==> images/layer_met3.png <==
(10 px per um)
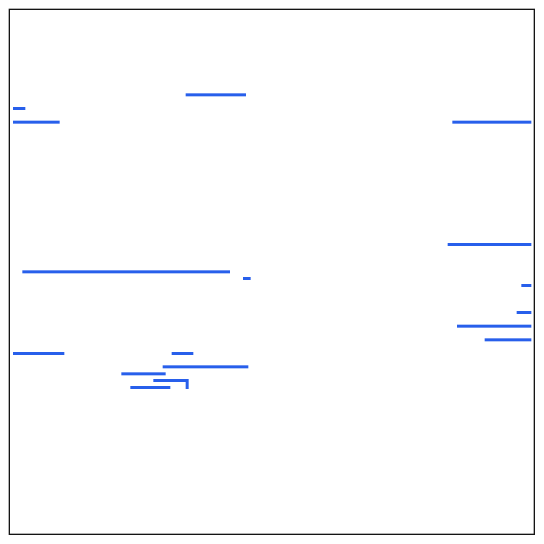
==> images/placement_by_type.png <==
(8 px per um) Fill, decap, tap and diode cells in gray.
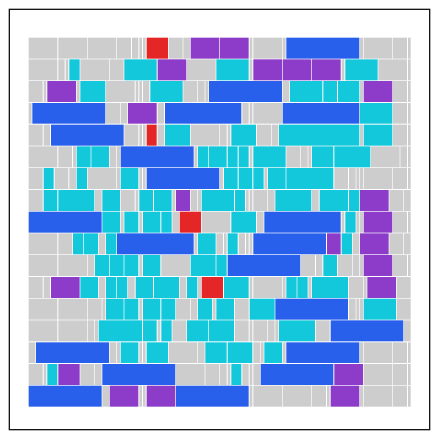
==> images/sizes.png <==
(8 px per um)
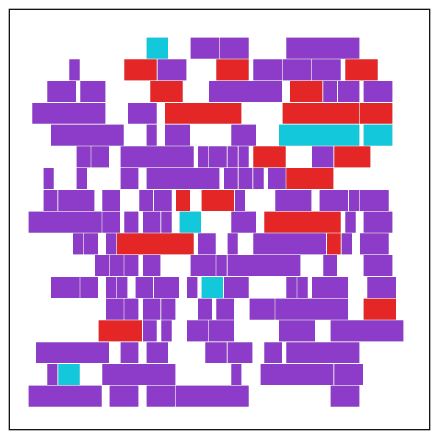
==> images/logic_types.png <==
(8 px per um)
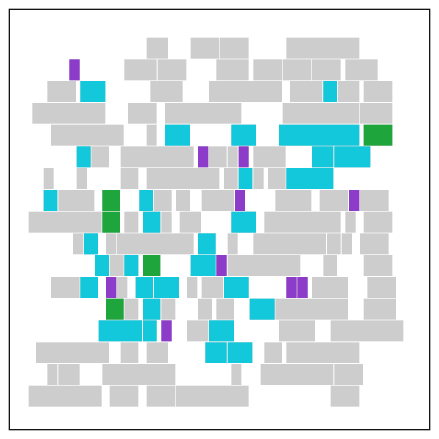
==> images/congestion.png <==
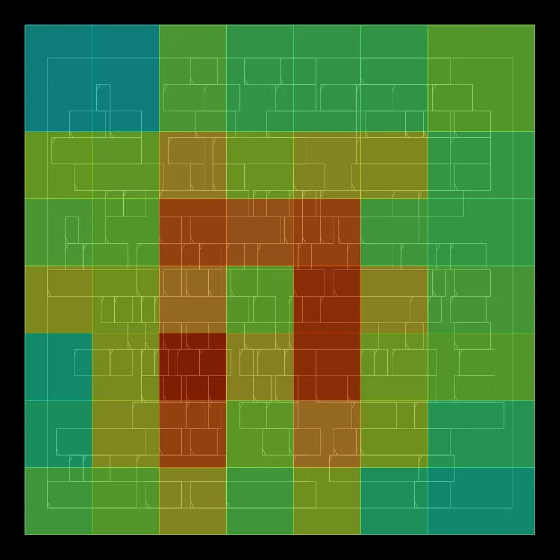
[src/rtl/seq_code_lock.sv]
// Sequential combination lock: matches a symbol stream against a programmable code.
// Optional failure lockout is compiled in with `define LOCKOUT_EN.
module seq_code_lock #(
  parameter int SYM_W = 2,
  parameter int CODE_LEN = 4,
  parameter logic [CODE_LEN*SYM_W-1:0] RESET_CODE = 8'hE4,
  parameter int UNLOCK_CYC = 8,
  parameter int ENTRY_TO = 32,
  parameter int MAX_FAIL = 3,
  parameter int LOCKOUT_CYC = 16
) (
  input  logic                          clk,
  input  logic                          rst,
  input  logic                          sym_valid,
  input  logic [SYM_W-1:0]              sym,
  input  logic                          code_load,
  input  logic [CODE_LEN*SYM_W-1:0]     code_in,
  input  logic                          relock,
  output logic                          unlock,
  output logic                          fail_pulse,
  output logic                          locked_out,
  output logic [$clog2(CODE_LEN+1)-1:0] progress
);

  localparam int CODE_W = CODE_LEN * SYM_W;
  localparam int PROG_W = $clog2(CODE_LEN + 1);
  localparam int FAIL_W = $clog2(MAX_FAIL + 1);
  localparam int T0 = (UNLOCK_CYC > ENTRY_TO) ? UNLOCK_CYC : ENTRY_TO;
  localparam int TMAX = (T0 > LOCKOUT_CYC) ? T0 : LOCKOUT_CYC;
  localparam int TMR_W = $clog2(TMAX + 1);

`ifdef LOCKOUT_EN
  typedef enum logic [1:0] {IDLE, ENTRY, OPEN, LOCKOUT} state_t;
`else
  typedef enum logic [1:0] {IDLE, ENTRY, OPEN} state_t;
`endif

  state_t              state_q, state_d;
  logic [CODE_W-1:0]   code_q, code_d;
  logic [PROG_W-1:0]   prog_q, prog_d;
  logic [FAIL_W-1:0]   fail_q, fail_d;
  logic [TMR_W-1:0]    tmr_q, tmr_d;
  logic                unlock_q, unlock_d;
  logic                fail_pulse_q, fail_pulse_d;
  logic [SYM_W-1:0]    exp_sym;
`ifdef LOCKOUT_EN
  logic                locked_q, locked_d;
`endif

  // Symbol the entry expects next, selected by the match progress.
  always_comb begin
    exp_sym = code_q[SYM_W-1:0];
    for (int k = 0; k < CODE_LEN; k++) begin
      if (prog_q == PROG_W'(k)) exp_sym = code_q[k*SYM_W +: SYM_W];
    end
  end

  always_comb begin
    state_d      = state_q;
    code_d       = code_q;
    prog_d       = prog_q;
    fail_d       = fail_q;
    tmr_d        = tmr_q;
    unlock_d     = 1'b0;
    fail_pulse_d = 1'b0;
`ifdef LOCKOUT_EN
    locked_d     = 1'b0;
`endif
    case (state_q)
      IDLE, ENTRY: begin
        if (sym_valid) begin
          tmr_d = '0;
          if (sym == exp_sym) begin
            if (prog_q == PROG_W'(CODE_LEN - 1)) begin
              state_d  = OPEN;
              prog_d   = '0;
              fail_d   = '0;
              unlock_d = 1'b1;
            end else begin
              state_d = ENTRY;
              prog_d  = prog_q + 1'b1;
            end
          end else begin
            // The failing symbol is consumed; it never restarts a new entry.
            state_d      = IDLE;
            prog_d       = '0;
            fail_pulse_d = 1'b1;
            if (fail_q != FAIL_W'(MAX_FAIL)) fail_d = fail_q + 1'b1;
`ifdef LOCKOUT_EN
            if (fail_q >= FAIL_W'(MAX_FAIL - 1)) begin
              state_d  = LOCKOUT;
              locked_d = 1'b1;
            end
`endif
          end
        end else if (state_q == ENTRY) begin
          if (tmr_q == TMR_W'(ENTRY_TO - 1)) begin
            state_d = IDLE;
            prog_d  = '0;
            tmr_d   = '0;
          end else begin
            tmr_d = tmr_q + 1'b1;
          end
        end
      end
      OPEN: begin
        unlock_d = 1'b1;
        if (code_load || relock || tmr_q == TMR_W'(UNLOCK_CYC - 1)) begin
          state_d  = IDLE;
          unlock_d = 1'b0;
          tmr_d    = '0;
          if (code_load) code_d = code_in;
        end else begin
          tmr_d = tmr_q + 1'b1;
        end
      end
`ifdef LOCKOUT_EN
      LOCKOUT: begin
        locked_d = 1'b1;
        if (tmr_q == TMR_W'(LOCKOUT_CYC - 1)) begin
          state_d  = IDLE;
          locked_d = 1'b0;
          fail_d   = '0;
          tmr_d    = '0;
        end else begin
          tmr_d = tmr_q + 1'b1;
        end
      end
`endif
      default: state_d = IDLE;
    endcase
  end

  always_ff @(posedge clk or posedge rst) begin
    if (rst) begin
      state_q      <= IDLE;
      code_q       <= RESET_CODE;
      prog_q       <= '0;
      fail_q       <= '0;
      tmr_q        <= '0;
      unlock_q     <= 1'b0;
      fail_pulse_q <= 1'b0;
    end else begin
      state_q      <= state_d;
      code_q       <= code_d;
      prog_q       <= prog_d;
      fail_q       <= fail_d;
      tmr_q        <= tmr_d;
      unlock_q     <= unlock_d;
      fail_pulse_q <= fail_pulse_d;
    end
  end

`ifdef LOCKOUT_EN
  always_ff @(posedge clk or posedge rst) begin
    if (rst) locked_q <= 1'b0;
    else     locked_q <= locked_d;
  end
  assign locked_out = locked_q;
`else
  assign locked_out = 1'b0;
`endif

  assign unlock     = unlock_q;
  assign fail_pulse = fail_pulse_q;
  assign progress   = prog_q;

endmodule

[config.mk]
export PLATFORM = sky130hd
export DESIGN_NAME = seq_code_lock
export DESIGN_NICKNAME = d
export VERILOG_FILES = /design/src/rtl/seq_code_lock.sv
export SDC_FILE = /design/constraint.sdc
export NUM_CORES = 1
export LEC_CHECK = 0
export ABC_CLOCK_PERIOD_IN_PS = 2600
export CAP_MARGIN = 20
export CORE_MARGIN = 2
export CORE_UTILIZATION = 51
export DETAILED_ROUTE_END_ITERATION = 12
export GPL_TIMING_DRIVEN = 0
export PLACE_DENSITY = 0.78
export SLEW_MARGIN = 25
export SYNTH_ARGS = -nofsm -noshare
export SYNTH_HDL_FRONTEND = slang
export SYNTH_SLANG_ARGS = --single-unit
[constraint.sdc]
create_clock -name clk -period 2.6 [get_ports clk]
set_clock_uncertainty 0.2 [all_clocks]
set_input_delay 0.52 -clock clk [delete_from_list [all_inputs] [get_ports clk]]
set_output_delay 0.52 -clock clk [all_outputs]
set_load 0.02 [all_outputs]
==> writeup.txt <==
According to the report, the first pass of detailed routing completed in 4 iterations. The largest vdd supply drop is 303 uV, and the largest stage delay on the critical path is 0.46 ns. The critical path maximum fanout is 7. STA lists the startpoint of the worst register-to-register path as progress[0]. The library cell used as clock root buffer is sky130_fd_sc_hd__clkbuf_4. The average instance area after synthesis was 10.4 um^2. The tools report the number of antenna diodes as 0. Global routing consumed, over all layers together, 21.5% of the routing resources. In this run the remaining antenna-violating nets after routing total 0. The most common logic cell in the routed design is sky130_fd_sc_hd__clkdlybuf4s50_1.

The worst setup path is captured at a register. Per the detail_route report, vias per standard cell equal 5.87. The chip occupies 2740 um^2.

TritonCTS built the clock tree. For the Yosys warning count, the log shows 0. The run gives 27 as the number of DRC violations after detailed-routing iteration 0. The multi-input combinational cells in the finished layout cover a total of 607 um^2. Of all flip-flops after synthesis, the portion carrying an async set or reset was 100%. The number of unique standard cell types used by synthesis was 38; the count of buffers from port buffering was 19. Number of H-tree branching levels: 1. According to the dpl log, the detail-placed design has an HPWL of 1.94 mm.

The setup total negative slack came out at 0 ns. With the cell depth of the worst hold path at 1, the worst setup timing slack at the placement stage is 0.283 ns. According to the finish report, the design has a final net count of 158. The number of antenna violations at the first check in global routing was 0. The run gives 191 as the fill cell instance count of the final layout.

Per the hold report, the tightest min-delay path originates at tmr_q[0]. In this run the post-CTS setup repair buffer count came out at 0. Switching power as a fraction of the total was reported as 30.5%.

The destination of the worst hold path is tmr_q[0]. The run gives 0 for the number of max-capacitance violations reported. CTS reports a maximum clock tree buffer depth of 2. The total area inside the core boundary comes to 2210 um^2.

According to the timing report, the data required time at the worst endpoint equals 2.57 ns. The tools report the final count of pins violating max slew as 0. According to the Yosys statistics, the synthesized design has a chip area of 1190 um^2. The switching component of the power was reported as 0.232 mW. Synthesis inferred 21 register bits. The internal power of the cells totals 0.528 mW. According to the I/O placement log, the pin count is 21. Measured in cells, the most critical reg-to-reg path has a length of 7. The kind of cell with the highest combined delay on the critical path is AND-OR/OR-AND gates. Final critical-path share of the clock period: 90.0%. Counting endpoints that fail hold in the final report gives 0. Class of the tightest hold or removal check: reg2reg.

The area growth from synthesis to layout is 21.1%. After layout, the worst setup slack is 0.259 ns. The first-pass GRT wire length was 4.26 mm.

The startpoint-to-endpoint class of the critical path is reg2reg. Once the clock tree was built, the resizer swapped 0 gates to a different size. Counting flops with a built-in enable in the synthesized netlist gives 0. The worst path in the final design needs a cycle of 2.34 ns, including I/O delays and setup.

With the clock share of power at 20.6%, the headroom to the max-slew limit is 47.7%. The run gives 526 nW/um^2 for the cell area power density. Per report_power, the sequential group accounts for 52.6% of the total. The tools report the arrival time of data at the critical path endpoint as 2.31 ns. The critical path's slowest stage uses the library cell sky130_fd_sc_hd__o32ai_2. For the pin count of the biggest net entering global routing, the log shows 22.

Setup slack on the worst reg-to-reg path comes out at 0.26 ns. The tools report the via count of the routed design as 974. The library cells used most frequently in the layout, excluding fill and tap cells, are 19 x sky130_fd_sc_hd__clkdlybuf4s50_1, 17 x sky130_fd_sc_hd__dfrtp_1, 10 x sky130_fd_sc_hd__nand2_1, 10 x sky130_fd_sc_hd__inv_1, 8 x sky130_fd_sc_hd__mux2_2. Flip-flop and latch area: 531 um^2.

The placed standard-cell area is 1420 um^2, and the instance count of the mapped netlist is 115. The via count of the first global-routing pass came out at 965. The run gives 0.427 GHz for the fmax. After synthesis the cells add up to 1190 um^2. The run finished with clean final reports.
About layer_met3.png:
share of all routed wire: 3.4%
wire length on this layer: 87.4 um
main direction: horizontal

About placement_by_type.png:
| class | color | cells | share of their area |
|---|---|---|---|
| clock drivers and dummy loads | red | 4 | 1.9% |
| flops | blue | 21 | 38% |
| combinational and other logic | cyan | 91 | 46% |
| other buffers and delay cells | purple | 22 | 15% |

About sizes.png:
| size | color | cells | share |
|---|---|---|---|
| _0 and _1 cells | purple | 114 | 83% |
| _2 cells | red | 18 | 13% |
| _3 and _4 cells | cyan | 6 | 4.3% |

About logic_types.png:
| family | color | cells | most used |
|---|---|---|---|
| AND and OR gates | green | 5 | and2_1 |
| inverters | purple | 10 | inv_1 |
| inverting AOI/OAI gates | cyan | 30 | a21oi_1 |

About congestion.png:
layer with the highest usage after global routing: met2
met2 layer usage reported by global route: 37.9%
Routed WL per cell: 15.4 um
met1 usage: 25.3%

cell type report:
cell class / count / share of cell area, %
timing repair buffer: 19 / 13.2
clock buffer: 4 / 1.82
multi-input combinational: 81 / 42.0
inverter: 10 / 2.60
buffer: 3 / 1.21
tap: 28 / 2.43
sequential: 21 / 36.7
state kept, by name (all words and copies together) (netlist names):
signal      flops
progress        3
state_q         2
unlock          1
fail_pulse      1
tmr_q           6
code_q          8
routing by layer:
layer / GRT usage [%] / share of wire [%]
met5: 0 / 0
met4: 9.83 / 1.3
met3: 3.43 / 3.4
met2: 37.9 / 52
met1: 25.3 / 43
cell families (layout without fill, tap and decap cells):
kind of cell | after synthesis | count (layout) | share of synthesized area, %
simple gates | 36 | 36 | 16.1
compound gates | 32 | 32 | 22.8
flops | 21 | 21 | 44.5
buf+inv | 13 | 36 | 4.62
mux | 8 | 8 | 7.56
fa+ha+maj | 4 | 4 | 4.20
other cells | 1 | 1 | 0.314
stage by stage:
step	cells	hold slack [ns]	utilization [%]	power, mW
detailed placement	162	0.299	64.1	0.611
CTS	166	0.318	65.3	0.769
floorplan	115	0.266	-	0.534
finish	166	0.318	65.3	0.760
global placement	162	0.287	64.1	0.596
global route	166	0.342	65.3	0.802
how the worst max path moves through the flow:
stage | start | endpoint | slack [ns] | cells after the start
6_report | progress[0] | progress[2] | 0.26 | 7
4_1_cts | progress[0] | state_q[0] | 0.26 | 7
5_1_grt | progress[0] | unlock | 0.08 | 7
3_3_place_gp | sym_valid | tmr_q[4] | 0.35 | 5
3_5_place_dp | progress[0] | progress[2] | 0.28 | 7
2_1_floorplan | progress[0] | progress[1] | 0.40 | 7
power by group through the flow:
stage          combinational (mW)  clock (mW)  sequential, mW
2_1_floorplan               0.126           0           0.408
3_3_place_gp                0.193           0           0.403
3_5_place_dp                0.204           0           0.407
4_1_cts                     0.205       0.164           0.400
5_1_grt                     0.226       0.172           0.405
6_report                    0.204       0.157           0.400
worst register-to-register path: stages, from the launching register on:
cell and delay [ns]:
sky130_fd_sc_hd__dfrtp_1 0.41, sky130_fd_sc_hd__inv_1 0.10, sky130_fd_sc_hd__ha_1 0.28, sky130_fd_sc_hd__nand3b_1 0.26, sky130_fd_sc_hd__a211oi_1 0.27, sky130_fd_sc_hd__a211oi_2 0.06, sky130_fd_sc_hd__o32ai_2 0.46, sky130_fd_sc_hd__o32ai_1 0.17
Power is estimated from default activity; no workload was simulated.
